## config.mk

```make
export PLATFORM = sky130hd
export DESIGN_NAME = ped_xing_ctrl
export DESIGN_NICKNAME = d
export VERILOG_FILES = /design/src/rtl/ped_xing_ctrl.sv
export SDC_FILE = /design/constraint.sdc
export NUM_CORES = 1
export LEC_CHECK = 0
export CORE_MARGIN = 3
export CORE_UTILIZATION = 28
export CTS_CLUSTER_SIZE = 30
export DETAILED_ROUTE_END_ITERATION = 6
export GPL_ROUTABILITY_DRIVEN = 0
export PLACE_DENSITY = 0.59
export SKIP_CTS_REPAIR_TIMING = 1
export SLEW_MARGIN = 40
export SYNTH_ARGS = -nofsm -noshare
export SYNTH_HDL_FRONTEND = slang
export SYNTH_SLANG_ARGS = --single-unit
```

## constraint.sdc

```tcl
create_clock -name clk -period 4.3 [get_ports clk]
set_clock_uncertainty 0.15 [all_clocks]
set_input_delay 0.645 -clock clk [delete_from_list [all_inputs] [get_ports clk]]
set_output_delay 0.645 -clock clk [all_outputs]
set_load 0.03 [all_outputs]
```

## src/rtl/ped_xing_ctrl.sv

```systemverilog
// ped_xing_ctrl: pedestrian crossing sequencer (WALK -> CAUTION -> HAND) with a tick-driven phase timer.
// Optional build macro CAUTION_FLASH_EN makes the CAUTION lamp flash every FLASH_PERIOD ticks.
module ped_xing_ctrl #(
   parameter int CNT_W          = 8,
   parameter int WALK_TICKS     = 20,
   parameter int CAUTION_TICKS  = 6,
   parameter int HAND_MIN_TICKS = 10,
   parameter int FLASH_PERIOD   = 1
) (
   input  logic             clk,
   input  logic             reset,
   input  logic             tick,
   input  logic             request,
   input  logic             hold,
   output logic             green_walk,
   output logic             orange_walk,
   output logic             red_hand,
   output logic [1:0]       multiplier,
   output logic             tr,
   output logic             req_pending,
   output logic [CNT_W-1:0] remaining
);

   typedef enum logic [1:0] {
      ST_CAUTION = 2'b00,
      ST_WALK    = 2'b01,
      ST_HAND    = 2'b11
   } state_t;

   localparam logic [CNT_W-1:0] WALK_LD = CNT_W'(WALK_TICKS - 1);
   localparam logic [CNT_W-1:0] CAUT_LD = CNT_W'(CAUTION_TICKS - 1);
   localparam logic [CNT_W-1:0] HAND_LD = CNT_W'(HAND_MIN_TICKS - 1);
   localparam logic [CNT_W-1:0] CNT_0   = CNT_W'(0);
   localparam logic [CNT_W-1:0] CNT_1   = CNT_W'(1);

   if (CNT_W < 1 || FLASH_PERIOD < 1 ||
       WALK_TICKS < 1 || WALK_TICKS > (2 ** CNT_W) ||
       CAUTION_TICKS < 1 || CAUTION_TICKS > (2 ** CNT_W) ||
       HAND_MIN_TICKS < 1 || HAND_MIN_TICKS > (2 ** CNT_W)) begin : g_bad_param
      $error("ped_xing_ctrl: parameter out of range");
   end

   state_t           r_state;
   state_t           w_state_nxt;
   logic [CNT_W-1:0] r_cnt;
   logic [CNT_W-1:0] w_cnt_nxt;
   logic [CNT_W-1:0] w_cnt_dec;
   logic             r_pend;
   logic             w_pend_nxt;
   logic             w_expire;
   logic             w_new_phase;
   logic             w_orange_lit;
   logic             r_green;
   logic             r_orange;
   logic             r_red;
   logic             r_tr;
   logic [1:0]       r_mult;

   assign w_expire  = (r_cnt == CNT_0) && tick;
   assign w_cnt_dec = (tick && (r_cnt != CNT_0)) ? (r_cnt - CNT_1) : r_cnt;

   // Next-state, phase counter and request latch
   always_comb begin
      w_state_nxt = r_state;
      w_cnt_nxt   = w_cnt_dec;
      w_pend_nxt  = r_pend;
      case (r_state)
         ST_WALK: begin
            // hold ends WALK at once; it shares the single move into CAUTION with expiry
            if (hold || w_expire) begin
               w_state_nxt = ST_CAUTION;
               w_cnt_nxt   = CAUT_LD;
            end else begin
               w_state_nxt = ST_WALK;
            end
         end
         ST_CAUTION: begin
            if (w_expire) begin
               w_state_nxt = ST_HAND;
               w_cnt_nxt   = HAND_LD;
            end else begin
               w_state_nxt = ST_CAUTION;
            end
         end
         ST_HAND: begin
            if ((r_cnt == CNT_0) && r_pend && !hold) begin
               w_state_nxt = ST_WALK;
               w_cnt_nxt   = WALK_LD;
            end else begin
               w_state_nxt = ST_HAND;
            end
         end
         default: begin
            w_state_nxt = ST_HAND;
            w_cnt_nxt   = HAND_LD;
         end
      endcase
      w_new_phase = (w_state_nxt != r_state);
      if (w_new_phase && (w_state_nxt == ST_WALK)) begin
         w_pend_nxt = 1'b0;
      end else if ((r_state != ST_WALK) && request) begin
         w_pend_nxt = 1'b1;
      end else begin
         w_pend_nxt = r_pend;
      end
   end

`ifdef CAUTION_FLASH_EN
   localparam int FL_W = (FLASH_PERIOD > 1) ? $clog2(FLASH_PERIOD) : 1;
   localparam logic [FL_W-1:0] FL_LD = FL_W'(FLASH_PERIOD - 1);

   logic [FL_W-1:0] r_flash_cnt;
   logic [FL_W-1:0] w_flash_cnt_nxt;
   logic            r_flash_on;
   logic            w_flash_on_nxt;

   // Flash timing: lit on CAUTION entry, toggles after every FLASH_PERIOD ticks
   always_comb begin
      w_flash_cnt_nxt = r_flash_cnt;
      w_flash_on_nxt  = r_flash_on;
      if (w_new_phase) begin
         w_flash_cnt_nxt = FL_LD;
         w_flash_on_nxt  = 1'b1;
      end else if ((r_state == ST_CAUTION) && tick) begin
         if (r_flash_cnt == FL_W'(0)) begin
            w_flash_cnt_nxt = FL_LD;
            w_flash_on_nxt  = !r_flash_on;
         end else begin
            w_flash_cnt_nxt = r_flash_cnt - FL_W'(1);
            w_flash_on_nxt  = r_flash_on;
         end
      end else begin
         w_flash_cnt_nxt = r_flash_cnt;
         w_flash_on_nxt  = r_flash_on;
      end
   end

   // Flash counter registers
   always_ff @(posedge clk) begin
      if (!reset) begin
         r_flash_cnt <= FL_LD;
         r_flash_on  <= 1'b1;
      end else begin
         r_flash_cnt <= w_flash_cnt_nxt;
         r_flash_on  <= w_flash_on_nxt;
      end
   end

   assign w_orange_lit = w_flash_on_nxt;
`else
   assign w_orange_lit = 1'b1;
`endif

   // State, counter and registered lamp/phase outputs, all updated on the same edge
   always_ff @(posedge clk) begin
      if (!reset) begin
         r_state  <= ST_HAND;
         r_cnt    <= HAND_LD;
         r_pend   <= 1'b0;
         r_green  <= 1'b0;
         r_orange <= 1'b0;
         r_red    <= 1'b1;
         r_mult   <= 2'b11;
         r_tr     <= 1'b1;
      end else begin
         r_state  <= w_state_nxt;
         r_cnt    <= w_cnt_nxt;
         r_pend   <= w_pend_nxt;
         r_green  <= (w_state_nxt == ST_WALK);
         r_orange <= (w_state_nxt == ST_CAUTION) && w_orange_lit;
         r_red    <= (w_state_nxt == ST_HAND);
         r_mult   <= w_state_nxt;
         r_tr     <= w_new_phase;
      end
   end

   assign green_walk  = r_green;
   assign orange_walk = r_orange;
   assign red_hand    = r_red;
   assign multiplier  = r_mult;
   assign tr          = r_tr;
   assign req_pending = r_pend;
   assign remaining   = r_cnt;

endmodule

```

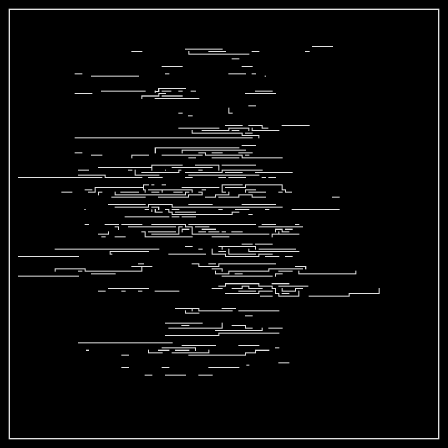
Figure 1: run 1, met1 routing.
wire length on this layer	866 um
longest straight run	24.4 um
share of all routed wire	45%
main direction	horizontal

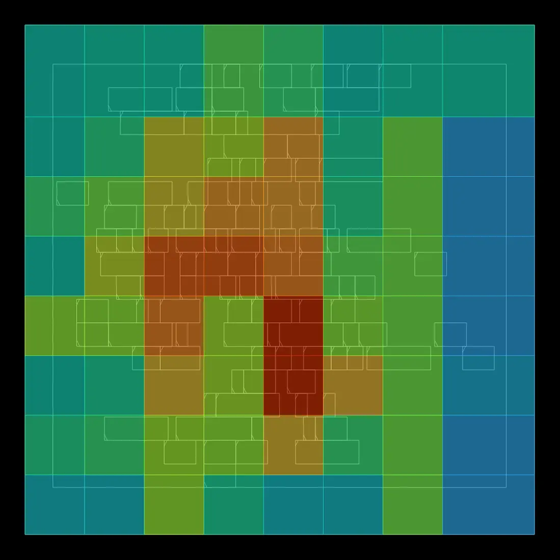
Figure 2: run 1, congestion heat map.
GR Util met1: 14.8%
Avg WL per Cell: 14.1 um

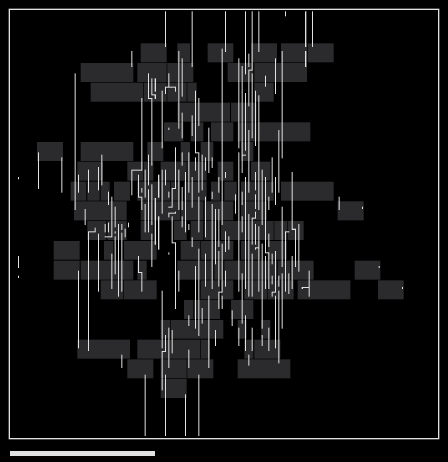
Figure 3: run 1, metal 2.
The bar under the picture is 20 um long.
share of all routed wire	48%
longest straight run	24.1 um

[run 1: final cells by class]
class / instances / area share (%)
clock buffers: 4 / 2.54
well taps: 30 / 3.63
inverters: 4 / 1.45
flip-flops and latches: 15 / 29.0
repair buffers: 19 / 18.4
multi-input cells: 65 / 45.0
[run 1: logic make-up after synthesis]
logic type	share of synthesized area [%]
flip-flops	38.3
AND/OR/NAND/NOR	27.9
XOR/XNOR	2.23
buffers and inverters	3.51
multiplexers	2.55
AND-OR/OR-AND	22.3
adder cells (fa/ha/maj)	3.19
[run 1: layer usage]
metal  global-route usage (%)  wire length, um  part of all wire, %  vias to the layer above
met1                     14.8              865                   45                      378
met5                        0                0                    0                        -
met3                     1.97               88                  4.6                        4
li1                         -                -                    -                      369
met2                     19.9              932                   48                       25
met4                     9.06               47                  2.4                        0
[run 1: path summary, 6_finish.rpt]
check                                 from                        to  slack, ns
setup / recovery  multiplier[1]$_SDFF_PN1_             multiplier[1]       1.94
hold / removal    req_pending$_SDFFE_PP0P_  req_pending$_SDFFE_PP0P_       0.42
setup reg to reg   remaining[0]$_SDFF_PN1_   remaining[3]$_SDFF_PN1_       2.27
hold reg to reg   req_pending$_SDFFE_PP0P_  req_pending$_SDFFE_PP0P_       0.42
[run 1: cell usage in the layout (no fill, tap or decap), types with 3 or more instances in the layout]
cell type	count
clkdlybuf4s50_1	19
dfxtp_1	15
nor3_1	8
nor2_1	8
inv_1	4
nand2_1	4
a21oi_1	4
nor2b_1	3
a211oi_1	3
clkbuf_4	3
[run 1: registers in the layout, summed over array words and instances (netlist names)]
register,flops
green_walk,1
multiplier,2
orange_walk,1
red_hand,1
remaining,8
req_pending,1
tr,1
[run 1: power by group through the flow]
stage | sequential (uW) | clock (uW) | combinational, uW
4_1_cts | 183 | 84.2 | 183
3_3_place_gp | 186 | 0 | 181
2_1_floorplan | 214 | 0 | 91.8
6_report | 183 | 81.9 | 185
5_1_grt | 187 | 92.4 | 202
3_5_place_dp | 186 | 0 | 181
[run 1: per-stage QoR]
stage,cells,hold WS (ns)
2_1_floorplan,87,0.511
3_3_place_gp,133,0.390
3_5_place_dp,133,0.407
4_1_cts,137,0.424
5_1_grt,137,0.473
6_report,137,0.420
[run 1: worst min-delay path, cell delays in order (launching register included)]
cell     delay (ns)
dfxtp_1        0.37
o21ai_0        0.09
nor2_1         0.08
==> changes_impl.md, run 1 <==
## Implementation

- Ys async rst share: 0%
- Clk slew on worst S/H paths: 0.09 ns
- Final WL: 1930 um
- Worst setup margin: 1.94 ns
- Root buf cell: clkbuf_4
- Synth Seq Share: a little under two fifths
- Final Hold Viols: 0
- Area share, top type: 38.3%
- Synth Instances: 87
- Global route overflow: 0
- Insertion Delay late pin: 0.28 ns
- Pint: 272 uW
- CP delay by family, top: buffers and inverters
- Flop pwr share: 40.7%
- RSZ-0062 raised after global routing: no
- Post-Layout Inst Area: between 1000 and 1500 um^2
- Fin util: 40.3%
- Tightest Hold Check Type: flip-flop to flip-flop
- Register area: 300 um^2
- Max-cap violations: 0
- DR DRC count: 0
- Top cells by count, synth: 15 x dfxtp_1, 8 x nor2_1, 8 x nor3_1
- First-pass GRT wire length: 3280 um
- Max stage delay on crit path: between 0.7 and 0.8 ns
- Die ar.: 3470 um^2
- Arrival @ worst endpoint: 1.57 ns
- # diodes: 0
- CP Launch Type: flip-flop
- Tool Warnings: 27
- Slew Limit Fails: 0
- Hold depth: 2
- CP Data Required Time: approximately 3.5 ns
- Clock Power Share: a little under a fifth
- Top cells by area: dfxtp_1 38%, nor3_1 5.1%, nor2_1 3.8%, ha_1 3.2%, a211oi_1 2.9%
- I/O pin total: 20
- Crit end category: output port
- Vias in the first global route: 763
- Detailed-route via count: 776
- Pre-CTS setup slack: between 1.5 and 2 ns
- Pwr Density: 435 nW/um^2
- Synth Area per Inst: about 9.0 um^2
- Iter 0 DRT Violations: 23
- Crit Path Max Fanout: 11
- Sw frac: 39.6%
- Final Cycle Share: between 50% and 60%
- Syn Nets: roughly 94
- Relative slew slack: 53.9%
- Synth Register Bits: 15
- Critical Path Stages: 1
- Pre-antenna DRT Iters: 4
- # setup viols final: 0
- R2r worst-path depth: 6
- Synth-to-layout area growth: 31.9%
- Status: completed
- Synthesis Warnings: 0
- Post-Syn Area: 785 um^2
- CTS tree: done
- CTS sink count: 15
- CTS Buffer Depth: 2
- Crit path buf inv count: 1
- Remaining antenna violation count after routing: 0
Figure 4. Zoomed window (run 1).
The bar under the picture is 5 um long. Region (5, 34) to (25, 54) um. Cells in gray, sequential cells in the stronger gray; small squares are vias.
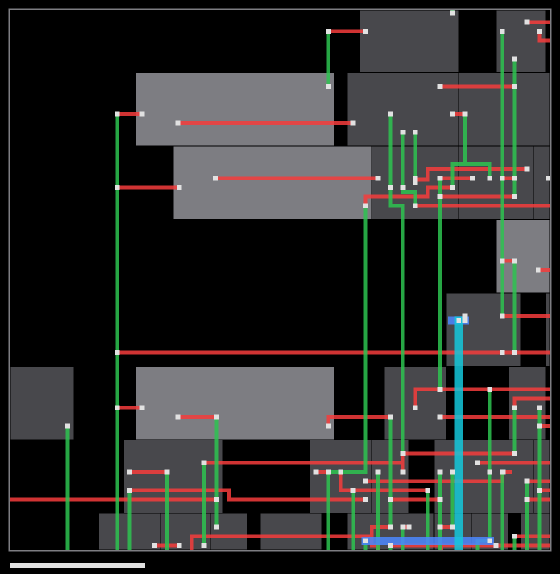

==> run 1 -> run 2 <==
==> constraint.sdc (replaced) <==
create_clock -name clk -period 2.43 [get_ports clk]
set_clock_uncertainty 0.15 [all_clocks]
set_input_delay 0.3645 -clock clk [delete_from_list [all_inputs] [get_ports clk]]
set_output_delay 0.3645 -clock clk [all_outputs]
set_load 0.03 [all_outputs]
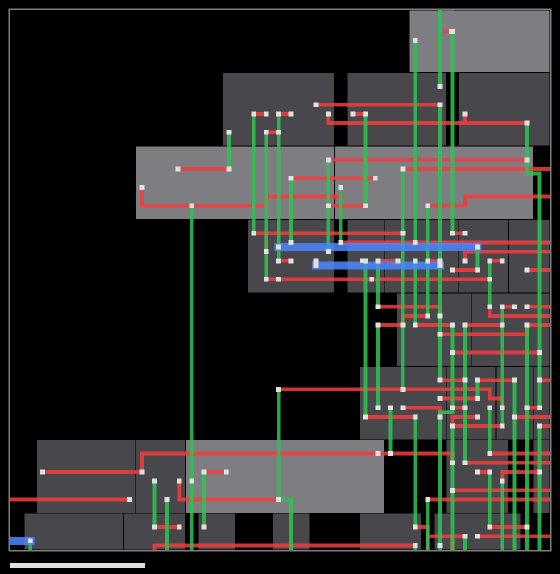
Figure 5: run 2, zoomed window.
The bar under the picture is 5 um long. Region (5, 34) to (25, 54) um. Cells in gray, sequential cells in the stronger gray; small squares are vias.
color	layer
green	metal 2
red	metal 1
blue	metal 3
sequential cells in the window	4
most frequent	dfxtp_1 (4), clkdlybuf4s50_1 (4), nor2b_1 (3)
cells with their middle in the window	26

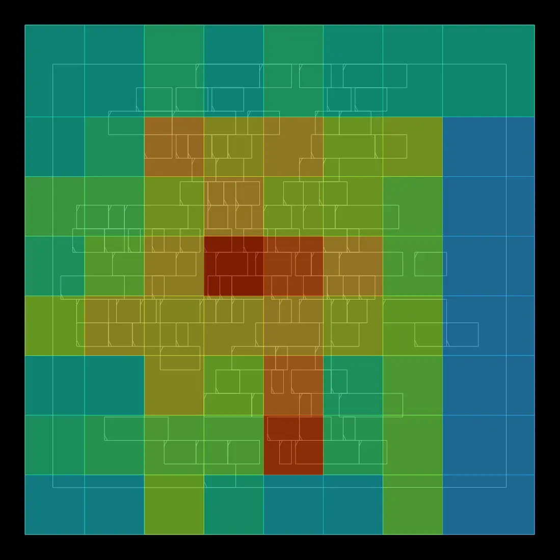
Figure 6: run 2, congestion heat map.
GR Util met1: 18.5%
Avg WL per Cell: 14.5 um
fin util: 40.8%
met3 Track Usage GR: 1.97%
Overall Global Routing Usage: 12.7%

==> changes_impl.md, run 2 <==
## Implementation

- Pre-CTS setup slack: around 0.32 ns
- Synth Area per Inst: 9.02 um^2
- R2r worst-path depth: 6
- Most numerous logic cell after layout: clkdlybuf4s50_1
- Slew Limit Fails: 0
- CP Data Required Time: 1.92 ns
- Pwr Density: 767 nW/um^2
- Worst setup margin: 0.333 ns
- Post-Layout Cell Count: 140
- Vias in the first global route: 732
- Synth Register Bits: 15
- Top cells excl fill/tap: 19 x clkdlybuf4s50_1, 15 x dfxtp_1, 8 x nor3_1, 8 x nor2_1
- Root buf cell: clkbuf_4
- Arrival @ worst endpoint: ~1.6 ns
- Top logic family: simple AND/OR/NAND/NOR gates
- Relative slew slack: 53.7%
- Status: completed
- First-pass GRT wire length: 3440 um
- Tightest Hold Check Type: flip-flop to flip-flop
- CTS Buffer Depth: 2
- Max stage delay on crit path: around 0.75 ns
- Remaining antenna violation count after routing: 0
- CP delay by family, top: buffers and inverters
- XORs/XNORs by Area: 2.23%
- Area share, top type: around two fifths
- Synthesis Warnings: 0
- R2r endpoint: remaining[3]$_SDFF_PN1_
- RSZ-0062 raised after global routing: no
- CP Launch Type: flip-flop
- # setup viols final: 0
- CTS tree: done
- Final WL: 2030 um
- Pre-antenna DRT Iters: 4
- I/O pin total: 20
- Critical Path Stages: 1
- Post-Syn Area: 785 um^2
- CTS sink count: 15
- Post-Layout Inst Area: 1050 um^2
- Top cells by area: dfxtp_1 38%, nor3_1 5.1%, nor2_1 3.8%, ha_1 3.2%, a211oi_1 2.9%
- Detailed-route via count: ~780
- Synth-to-layout area growth: 33.7%
- Tool Warnings: 27
- Ys async rst share: 0%
- Final Cycle Share: ~86%
- Hold Crit Start: req_pending$_SDFFE_PP0P_
- R2R Setup Slk: 0.42 ns
- Final Hold Viols: 0
- Compound Share, Synth: ~22%
- Crit end category: output port
- Synth Instances: 87
- Max reg flops: 8
- Crit Path Max Fanout: 11
- LEAKAGE: 0.000381 uW
- Syn Nets: 94
- Mux area share: 2.55%
- Max-cap violations: 0
- Die ar.: 3470 um^2
- Crit path buf inv count: 1
- Simple Share, Synth: between 20% and 30%
## run 2: how the worst max path moves through the flow
stage	start	end
finish	multiplier[1]$_SDFF_PN1_	multiplier[1]
global route	remaining[0]$_SDFF_PN1_	remaining[1]$_SDFF_PN0_
CTS	multiplier[1]$_SDFF_PN1_	multiplier[1]
detailed placement	tick	remaining[7]$_SDFF_PN0_
global placement	tick	remaining[3]$_SDFF_PN1_
floorplan	remaining[0]$_SDFF_PN1_	remaining[3]$_SDFF_PN1_
## run 2: layout make-up
class | instances | area, um^2
fill | 282 | 1520
multi-input combinational | 65 | 457
sequential | 15 | 300
timing repair buffer | 22 | 213
tap | 30 | 37.5
clock buffer | 4 | 26.3
inverter | 4 | 15.0
## run 2: cell families after synthesis
logic type	Yosys count
compound gates	23
xor+xnor	2
fa+ha+maj	2
buf+inv	7
flops	15
mux	2
simple gates	36
## run 2: power by group
group | switching, uW | internal (uW)
Sequential | 46.1 | 280
Clock | 84.6 | 63.6
Combinational | 190 | 140
Total | 321 | 484
## run 2: stage by stage
stage	total power, uW	util (%)
finish	805	40.8
global route	854	40.8
global placement	655	39.8
CTS	807	40.8
floorplan	541	-
detailed placement	659	39.8
## run 2: routing by layer
metal	wire length, um	part of all wire [%]	GRT usage [%]	up-vias
met5	0	0	0	-
met2	966	48	18.6	21
met3	72	3.5	1.97	0
li1	-	-	-	372
met1	990	49	18.5	382
met4	0	0	4.85	0
No activity file was given, so power comes from the tool's default toggle rates.
